run_1/layer_met1.png
The bar under the picture is 20 um long.
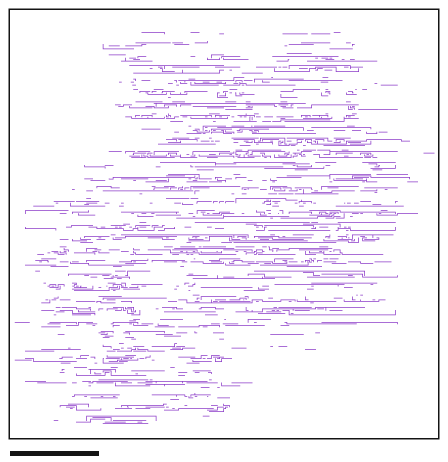
run_1/layer_met2.png
The bar under the picture is 20 um long.
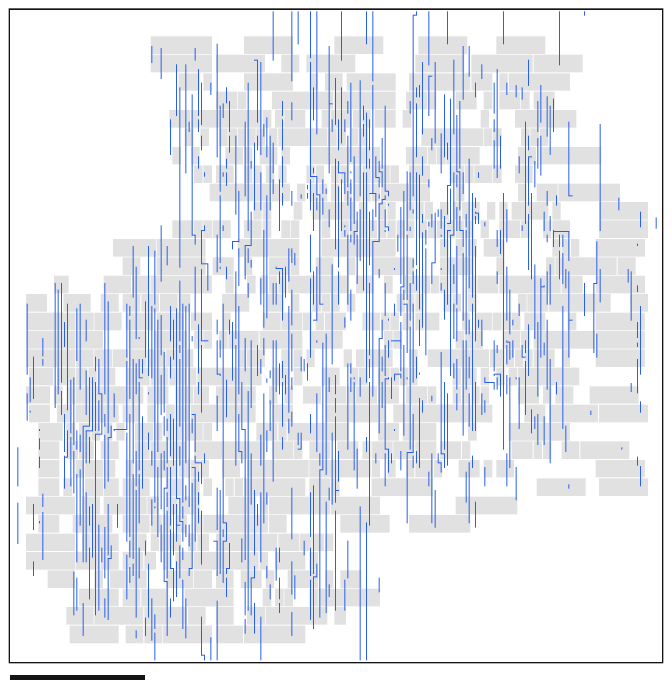
run_1/layer_met3.png
The bar under the picture is 20 um long.
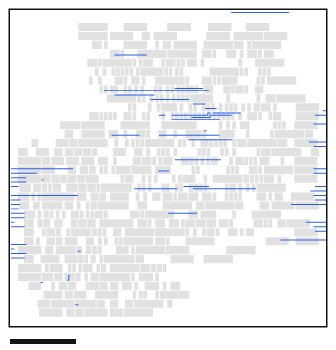
run_1/cell_density.png
The die is cut into 10 by 10 equal tiles; white is low, dark blue is high, 0 to 100% covered.
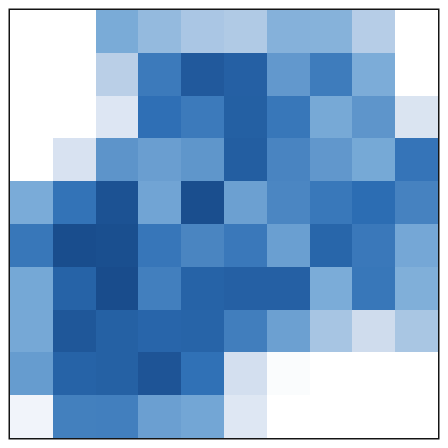
## config.mk

```make
export PLATFORM = sky130hd
export DESIGN_NAME = multicycle_control_unit
export DESIGN_NICKNAME = d
export VERILOG_FILES = /design/src/rtl/multicycle_control_unit.sv
export SDC_FILE = /design/constraint.sdc
export NUM_CORES = 1
export LEC_CHECK = 0
export ABC_AREA = 1
export CAP_MARGIN = 0
export CORE_MARGIN = 2
export CORE_UTILIZATION = 35
export CTS_CLUSTER_SIZE = 8
export DETAILED_ROUTE_END_ITERATION = 8
export PLACE_DENSITY = 0.67
export SLEW_MARGIN = 25
export SYNTH_ARGS = -nofsm -noshare
export SYNTH_HDL_FRONTEND = slang
export SYNTH_SLANG_ARGS = --single-unit
```

## constraint.sdc

```tcl
create_clock -name clk -period 1.8 [get_ports clk]
set_input_delay 0.45 -clock clk [delete_from_list [all_inputs] [get_ports clk]]
set_output_delay 0.45 -clock clk [all_outputs]
set_load 0.05 [all_outputs]
```

## src/rtl/multicycle_control_unit.sv

```systemverilog
// rtl/multicycle_control_unit.sv - RV32I multi-cycle control FSM with bus handshake, timeout fault and retire counter
//
// Sequences FETCH -> DECODE -> EXECUTE -> (MEM) -> (WRITEBACK) over a shared
// instruction/data bus. Strobes are decoded from the current state plus
// bus_ready (and, in DECODE/EXECUTE/MEM, the opcode) so bus completion can be
// acted on in the same cycle it is signalled.
//
// Ports:
//   clk, rst       core clock (rising edge), asynchronous active-high reset
//   opcode         instr[6:0] of the IR, valid from DECODE onwards
//   bus_ready      bus completes the current read/write this cycle
//   stall          external hold for DECODE/EXECUTE/WRITEBACK
//   bus_rden       bus read request
//   bus_wren       bus write request
//   bus_addr_sel   0 = PC address, 1 = ALU address
//   ir_wren        load IR from bus read data
//   rf_wren        register-file write enable
//   pc_wren        PC update strobe
//   illegal_instr  one-cycle pulse on an unknown opcode
//   fault          sticky bus-timeout fault
//   state_o        current FSM state, for debug
//   retired_cnt    retired-instruction count

module multicycle_control_unit #(
   parameter int TIMEOUT_CYCLES = 16,
   parameter int RETIRE_CNT_W   = 32
) (
   input  logic                    clk,
   input  logic                    rst,
   input  logic [6:0]              opcode,
   input  logic                    bus_ready,
   input  logic                    stall,
   output logic                    bus_rden,
   output logic                    bus_wren,
   output logic                    bus_addr_sel,
   output logic                    ir_wren,
   output logic                    rf_wren,
   output logic                    pc_wren,
   output logic                    illegal_instr,
   output logic                    fault,
   output logic [2:0]              state_o,
   output logic [RETIRE_CNT_W-1:0] retired_cnt
);

   typedef enum logic [2:0] {
      S_FETCH     = 3'd0,
      S_DECODE    = 3'd1,
      S_EXECUTE   = 3'd2,
      S_MEM       = 3'd3,
      S_WRITEBACK = 3'd4,
      S_FAULT     = 3'd5
   } state_t;

   localparam logic [6:0] OP_R      = 7'b0110011;
   localparam logic [6:0] OP_I      = 7'b0010011;
   localparam logic [6:0] OP_LOAD   = 7'b0000011;
   localparam logic [6:0] OP_STORE  = 7'b0100011;
   localparam logic [6:0] OP_BRANCH = 7'b1100011;
   localparam logic [6:0] OP_JAL    = 7'b1101111;
   localparam logic [6:0] OP_JALR   = 7'b1100111;
   localparam logic [6:0] OP_LUI    = 7'b0110111;
   localparam logic [6:0] OP_AUIPC  = 7'b0010111;

   // Wait counter only has to reach TIMEOUT_CYCLES; it never passes it while
   // the timeout is enabled because hitting the limit leaves the wait state.
   localparam int              WAIT_W     = (TIMEOUT_CYCLES < 2) ? 1 : $clog2(TIMEOUT_CYCLES + 1);
   localparam logic [WAIT_W-1:0] WAIT_LIMIT = WAIT_W'(TIMEOUT_CYCLES);
   localparam bit              TIMEOUT_EN = (TIMEOUT_CYCLES > 0);

   state_t            state;
   logic [WAIT_W-1:0] wait_cnt;
   logic              opcode_legal;
   logic              is_store;
   logic              is_mem_op;
   logic              is_branch;
   logic              timeout_hit;

   assign state_o = state;

   always_comb begin
      opcode_legal = 1'b0;
      case (opcode)
         OP_R, OP_I, OP_LOAD, OP_STORE, OP_BRANCH,
         OP_JAL, OP_JALR, OP_LUI, OP_AUIPC: opcode_legal = 1'b1;
         default:                           opcode_legal = 1'b0;
      endcase
   end

   assign is_store    = (opcode == OP_STORE);
   assign is_mem_op   = (opcode == OP_LOAD) || is_store;
   assign is_branch   = (opcode == OP_BRANCH);
   assign timeout_hit = TIMEOUT_EN && (wait_cnt == WAIT_LIMIT) && !bus_ready;

   // Strobes: gated by rst so every strobe drops the moment reset asserts,
   // not at the next edge. stall only suppresses the non-bus states.
   always_comb begin
      bus_rden      = 1'b0;
      bus_wren      = 1'b0;
      bus_addr_sel  = 1'b0;
      ir_wren       = 1'b0;
      rf_wren       = 1'b0;
      pc_wren       = 1'b0;
      illegal_instr = 1'b0;
      if (!rst) begin
         case (state)
            S_FETCH: begin
               bus_rden = 1'b1;
               ir_wren  = bus_ready;
            end
            S_DECODE: begin
               if (!stall && !opcode_legal) begin
                  illegal_instr = 1'b1;
                  pc_wren       = 1'b1;
               end
            end
            S_EXECUTE: begin
               if (!stall && is_branch) begin
                  pc_wren = 1'b1;
               end
            end
            S_MEM: begin
               // Only loads and stores reach MEM; anything else is treated as a load.
               bus_addr_sel = 1'b1;
               bus_rden     = !is_store;
               bus_wren     = is_store;
               pc_wren      = is_store && bus_ready;
            end
            S_WRITEBACK: begin
               if (!stall) begin
                  rf_wren = 1'b1;
                  pc_wren = 1'b1;
               end
            end
            default: ;
         endcase
      end
   end

   always_ff @(posedge clk or posedge rst) begin
      if (rst) begin
         state       <= S_FETCH;
         wait_cnt    <= '0;
         fault       <= 1'b0;
         retired_cnt <= '0;
      end else begin
         // An illegal skip also strobes pc_wren but is not a retirement.
         if (pc_wren && !illegal_instr) begin
            retired_cnt <= retired_cnt + RETIRE_CNT_W'(1);
         end

         // Counter is held at zero outside FETCH/MEM, which also clears it on
         // every entry into a bus-wait state.
         wait_cnt <= '0;

         case (state)
            S_FETCH: begin
               if (bus_ready) begin
                  state <= S_DECODE;
               end else if (timeout_hit) begin
                  state <= S_FAULT;
                  fault <= 1'b1;
               end else begin
                  wait_cnt <= wait_cnt + WAIT_W'(1);
               end
            end
            S_DECODE: begin
               if (!stall) begin
                  state <= opcode_legal ? S_EXECUTE : S_FETCH;
               end
            end
            S_EXECUTE: begin
               if (!stall) begin
                  if (is_mem_op) begin
                     state <= S_MEM;
                  end else if (is_branch) begin
                     state <= S_FETCH;
                  end else begin
                     state <= S_WRITEBACK;
                  end
               end
            end
            S_MEM: begin
               if (bus_ready) begin
                  state <= is_store ? S_FETCH : S_WRITEBACK;
               end else if (timeout_hit) begin
                  state <= S_FAULT;
                  fault <= 1'b1;
               end else begin
                  wait_cnt <= wait_cnt + WAIT_W'(1);
               end
            end
            S_WRITEBACK: begin
               if (!stall) begin
                  state <= S_FETCH;
               end
            end
            S_FAULT: begin
               state <= S_FAULT;
            end
            default: begin
               state <= S_FETCH;
            end
         endcase
      end
   end

endmodule

```

==> run summary, run 1 <==
run metrics: crit path kind in -> out, part of the cycle the worst path needs 113.5%, placed insts 615, final slew viol count 0, number of setup violations in the final report 39, Power Combinational 1.78 mW, part of the power in registers 29.7%, number of standard cells after synthesis 430, run status finished, violations left, global-route usage over all layers 18.46%, pre-CTS setup slack -0.4275 ns, fraction of layout instances using a drive strength above 1 34.69%, max reg flops 32, worst-case clock skew 0.01066 ns, setup ws final -0.2433 ns, number of rows created at floorplan 33, switching power total 1.411 mW, max-capacitance violation count 0, final weighted congestion in routability-driven placement 0.9475, violation tally from detailed-route iteration zero 187, share of power burned in the clock network 21.8%, type of the worst min-delay path reg -> reg, number of logged tool warnings 30, via density per instance 4.740, Netlist cell types 26, cell area reported after detailed placement 4305 um^2, largest driver fanout on the critical path 4, pin count of the biggest net entering global routing 34, startpoint of the lowest-slack register-to-register path state_o[0], startpoint class of the critical path input pin, final instance count without filler cells 647, Detail Placement HPWL 6.048 mm, fraction of registers with async set/reset 100.0%, violations in the final reports setup timing, H-tree depth 2, TritonCTS buffer count 5, horizontal extent of the die 96.32 um, maximum frequency from static timing analysis 0.4894 GHz, CTS tree built, cell area after layout 4777 um^2, power density over cell area 766.5 nW/um^2, clock latency on the worst-skew pair 0.30 ns, cell accounting for the most synthesized area dfrtp_1, register bank with the most flops retired_cnt, clock net sink count 41, tally of nets with antenna violations remaining after routing 0, internal power 2.251 mW
Back to the opening pictures, layer_met1.png:
share of all routed wire	43%
wire length on this layer	3650 um
nets with wire on the layer	487

Back to the opening pictures, layer_met2.png:
share of all routed wire	51%
nets with wire on the layer	444
post-detailed-routing wire length: 8.490 mm
met2 Track Usage GR: 32.06%
total number of vias: 3067

Back to the opening pictures, layer_met3.png:
nets with wire on the layer	53
longest straight run	31.7 um
met3 Resource Use GR: 3.054%

Back to the opening pictures, cell_density.png:
fullest tile	89%
nearly empty tiles	16%
tiles over 75% full	22%
mean over tiles	50%
final design utilization: 57.85%
area of the core region: 8258 um^2
fp util: 36.12%

[run 1: logic make-up (layout without fill, tap and decap cells)]
group | count (synthesis) | count (layout) | share of synthesized area, %
buffers and inverters | 60 | 172 | 9.102
AND/OR/NAND/NOR | 265 | 265 | 38.38
flip-flops | 41 | 41 | 34.40
AND-OR/OR-AND | 43 | 43 | 11.58
adder cells (fa/ha/maj) | 3 | 3 | 1.259
XOR/XNOR | 18 | 18 | 5.285
[run 1: worst max-delay path: cells and delay by family]
kind                   cells  cell delay [ns]
buffers and inverters      3             0.52
AND/OR/NAND/NOR            3             0.37
AND-OR/OR-AND              1             0.24
[run 1: worst max-delay path by stage]
| stage | endpoint | slack, ns | cells after the start | startpoint |
|---|---|---|---|---|
| final | pc_wren | -0.24 | 7 | opcode[6] |
| after global routing | rf_wren | -0.31 | 6 | state_o[0] |
| after CTS | pc_wren | -0.23 | 6 | state_o[0] |
| after detailed placement | illegal_instr | -0.43 | 9 | opcode[4] |
| after global placement | illegal_instr | -0.39 | 9 | opcode[3] |
| after floorplan | bus_wren | -0.30 | 5 | state_o[2] |
[run 1: cell type report]
cell class	count	share of cell area, %
tap	105	2.750
inverter	54	4.584
timing repair buffer	110	29.20
multi-input combinational	329	39.29
clock inverter	2	0.7858
sequential	41	21.66
clock buffer	6	1.729
[run 1: timing repair]
item | 4_1_cts | 5_1_grt
setup buffers | 12 | 10
setup endpoints to repair | 39 | 40
cloned | 0 | 2
gates resized | 36 | 18
pin swaps | 12 | 14
[run 1: layer usage]
metal,global-route usage (%),vias up,routed length [um]
li1,-,1562,-
met2,32.06,83,4299
met3,3.054,13,416
met4,4.225,0,124
met1,23.98,1409,3650
met5,0,-,0
run_1/congestion.png
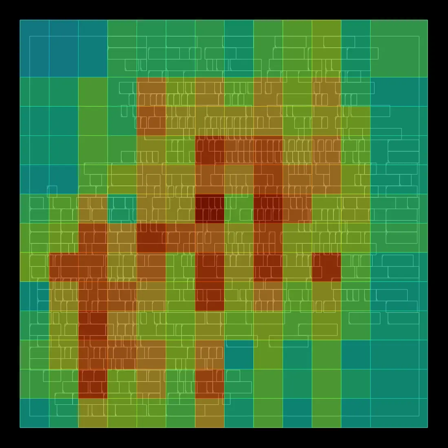

==> inputs of run 2 (changes only) <==
Settings changed: GPL_ROUTABILITY_DRIVEN set to 0.
run_2/congestion.png
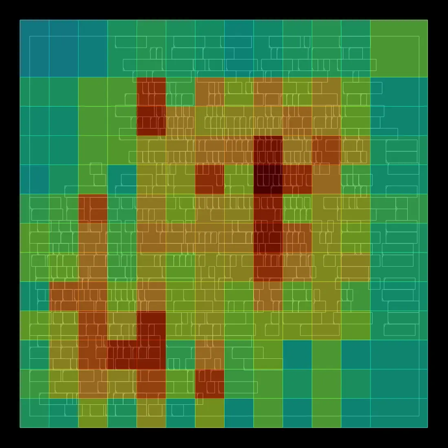
routed wirelength normalized by instance count: 12.62 um
met2 Track Usage GR: 32.18%

==> run 2 against run 1 <==
Compared with the run above:
- register-to-register slack better by 0.14 ns
- non-clock buffer count is 10 lower
- first-iteration DRC count down 21%
- largest power group unchanged
- the flow still finishes with violations (setup timing)
==> run summary, run 2 <==
run metrics: startpoint of the lowest-slack register-to-register path retired_cnt[11], final design utilization 56.44%, dominant delay contributor by cell family on the critical path simple AND/OR/NAND/NOR gates, clock latency on the worst-skew pair 0.30 ns, cell area after layout 4661 um^2, maximum frequency from static timing analysis 0.5054 GHz, horizontal extent of the die 96.32 um, Buffers & Inverters on Critical Path 2, power density over cell area 726.4 nW/um^2, violations in the final reports setup timing, fraction of layout instances using a drive strength above 1 35.53%, final instance count without filler cells 637, violation tally from detailed-route iteration zero 147, area of the core region 8258 um^2, crit path kind in -> out, setup ws final -0.1787 ns, type of the worst min-delay path reg -> reg, max reg flops 32, H-tree depth 2, fp util 36.12%, cell accounting for the most synthesized area dfrtp_1, fraction of registers with async set/reset 100.0%, number of logged tool warnings 30, clock net sink count 41, part of the cycle the worst path needs 109.9%, run status finished, violations left, via density per instance 4.796, CTS tree built, register bank with the most flops retired_cnt, Detail Placement HPWL 6.151 mm, cell area reported after detailed placement 4305 um^2, CP Cell Sequence clkdlybuf4s15_2 -> nor2_2 -> nand2_4 -> nor2_2 -> nand2_2 -> a41oi_4 -> buf_12, Netlist cell types 26, number of setup violations in the final report 7, largest driver fanout on the critical path 4, max-capacitance violation count 0, register area share after synthesis 34.40%, placed insts 615
run_2/layer_met4.png
The bar under the picture is 20 um long.
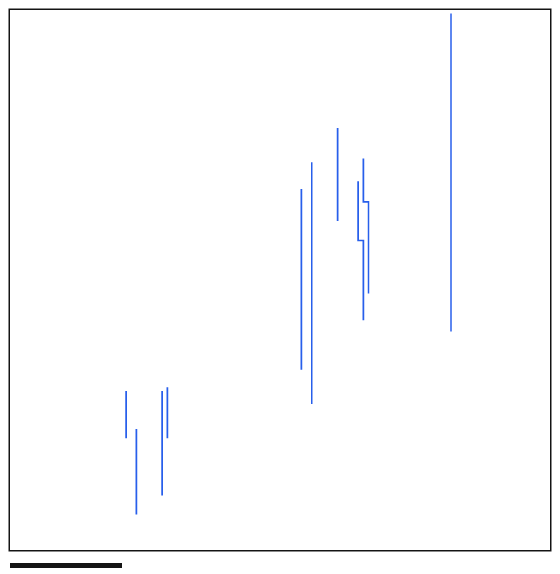
main direction	vertical
longest straight run	56.4 um
nets with wire on the layer	10
post-detailed-routing wire length: 8.042 mm
total number of vias: 3055

## run 2: where the power goes
group | internal [mW] | switching (mW)
registers | 1.00 | 0.101
logic | 0.696 | 0.918
clock network | 0.347 | 0.324
## run 2: worst max path at each step
| stage | endpoint | cells after the start | slack, ns | start |
|---|---|---|---|---|
| 5_1_grt | pc_wren | 7 | -0.26 | opcode[3] |
| 2_1_floorplan | bus_wren | 5 | -0.30 | state_o[2] |
| 3_5_place_dp | illegal_instr | 9 | -0.48 | opcode[4] |
| 6_report | pc_wren | 7 | -0.18 | opcode[3] |
| 3_3_place_gp | illegal_instr | 9 | -0.39 | opcode[4] |
| 4_1_cts | illegal_instr | 7 | -0.23 | state_o[1] |
## run 2: logic make-up after synthesis
| logic type | synth area share (%) |
|---|---|
| AND/OR/NAND/NOR | 38.38 |
| buffers and inverters | 9.102 |
| AND-OR/OR-AND | 11.58 |
| flip-flops | 34.40 |
| XOR/XNOR | 5.285 |
| adder cells (fa/ha/maj) | 1.259 |
## run 2: layout make-up
| class | count | area (um^2) |
|---|---|---|
| repair buffers | 100 | 1274 |
| flip-flops and latches | 41 | 1035 |
| fillers | 746 | 3597 |
| clock inverters | 1 | 5.005 |
| clock buffers | 7 | 96.34 |
| inverters | 54 | 216.5 |
| well taps | 105 | 131.4 |
| multi-input cells | 329 | 1903 |
## run 2: timing repair
item                       4_1_cts  5_1_grt
buffers inserted                11        5
setup endpoints to repair       38       29
resized                         47       14
pin swaps                       20       12
## run 2: per-layer routing
metal / track usage [%] / up-vias / wire length (um)
met4: 7.981 / 0 / 248
met2: 32.18 / 101 / 4012
met3: 3.837 / 22 / 482
li1: - / 1531 / -
met5: 0 / - / 0
met1: 23.25 / 1401 / 3298
run_2/layer_met2.png
The bar under the picture is 20 um long.
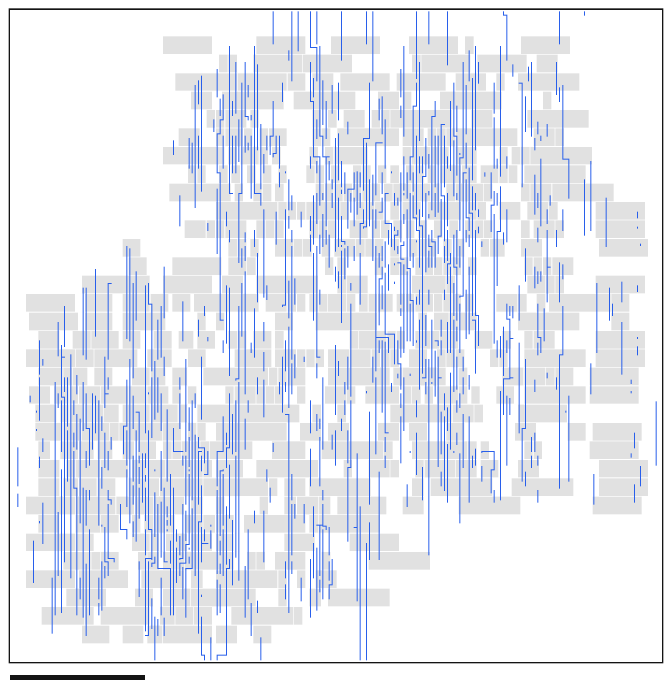

==> inputs of run 3 (changes only) <==
Settings changed: CORE_UTILIZATION 35 to 48, PLACE_DENSITY 0.67 to 0.87.
Clock period 1.8 ns to 1.7 ns, I/O delays scaled along.
run_3/layer_met2.png
The bar under the picture is 20 um long.
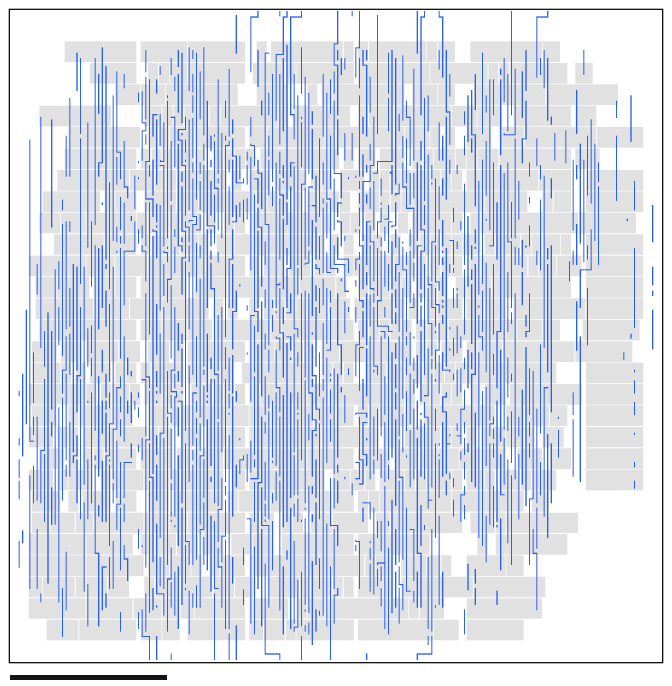
nets with wire on the layer	520
wire length on this layer	6140 um
longest straight run	38.2 um
main direction	vertical
total number of vias: 3798
met2 Track Usage GR: 56.01%
post-detailed-routing wire length: 13.36 mm

run_3/layer_met1.png
The bar under the picture is 20 um long.
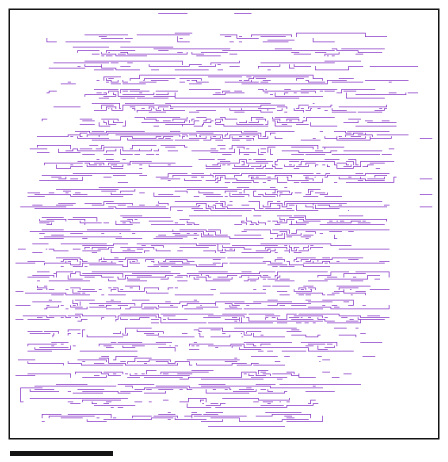
nets with wire on the layer	524
main direction	horizontal
M1 GR Usage: 37.34%

==> run 3 against run 2 <==
Compared with the run above:
- the run still ends with setup timing left
- clock-buffer cell count rose by 1
- sequential power rose by 8%
- largest power group unchanged
- power rose by 22%
- worst setup slack got worse by 0.27 ns
- synthesized cell count did not move
- global-route usage rose by 15 points
==> run summary, run 3 <==
run metrics: run status finished, violations left, violations in the final reports setup timing, worst-case clock skew 0.02028 ns, pin count of the biggest net entering global routing 28, number of standard cells after synthesis 430, maximum frequency from static timing analysis 0.4645 GHz, startpoint class of the critical path register, fraction of registers with async set/reset 100.0%, CTS tree built, number of setup violations in the final report 44, met3 routed WL 1.461 mm, tally of nets with antenna violations remaining after routing 0, horizontal extent of the die 82.83 um, via density per instance 6.057, highest-utilization routing layer at the global route stage met2, clock latency on the worst-skew pair 0.32 ns, final design utilization 85.92%, met3 Resource Use GR 8.549%, max-capacitance violation count 0, fp util 50.08%, area of the core region 5956 um^2, register area share after synthesis 34.40%, setup ws final -0.4531 ns, Detail Placement HPWL 6.525 mm, routed wl met2 6.144 mm, violation tally from detailed-route iteration zero 619, uppermost routed layer met4, part of the cycle the worst path needs 126.7%, fraction of layout instances using a drive strength above 1 42.21%, TritonCTS buffer count 5
## run 3: cell counts after synthesis
No cell type changed its count.
## run 3: final timing paths
path	from	endpoint	slack [ns]
worst max-delay path	retired_cnt[9]	retired_cnt[18]	-0.45
worst max register to register	retired_cnt[9]	retired_cnt[18]	-0.45
worst min register to register	fault	fault	0.53
min in group asynchronous	rst	retired_cnt[10]	0.57
max in group asynchronous	rst	state_o[1]	0.48
worst min-delay path	fault	fault	0.53
## run 3: worst max-delay path, stage by stage (launching register included)
cell and delay, ns:
dfrtp_1 0.56, nand2_1 0.14, nor2_1 0.22, nand2_1 0.12, nor2_1 0.24, nand2_1 0.23
nand2_1 0.27, nand2_1 0.11, inv_1 0.09, o21ai_2 0.06
## run 3: cell families (layout without fill, tap and decap cells)
| kind of cell | count (synthesis) | in the layout |
|---|---|---|
| AOI/OAI and AO/OA | 43 | 43 |
| xor gates and xnor gates | 18 | 18 |
| adders and majority gates | 3 | 3 |
| buffers and inverters | 60 | 182 |
| DFF | 41 | 41 |
| and+or+nand+nor | 265 | 265 |
## run 3: layout make-up
| class | count | area [um^2] |
|---|---|---|
| tap | 75 | 93.84 |
| multi-input combinational | 329 | 2048 |
| sequential | 41 | 1035 |
| clock buffer | 8 | 90.09 |
| fill | 279 | 838.3 |
| timing repair buffer | 120 | 1632 |
| inverter | 54 | 219.0 |
## run 3: power breakdown
| part | switching (mW) | internal [mW] | leakage [nW] | total (mW) |
|---|---|---|---|---|
| clock | 0.374 | 0.332 | 0.0455 | 0.706 |
| combinational | 1.25 | 0.998 | 1.58 | 2.25 |
| sequential | 0.129 | 1.06 | 0.560 | 1.19 |
## run 3: repair_timing
action                     in CTS  in global routing
pin swaps                      15                 14
setup endpoints to repair      39                 44
setup buffers                  11                 15
resized                        46                 56
gates cloned                    5                  0
No activity file was given, so power comes from the tool's default toggle rates.
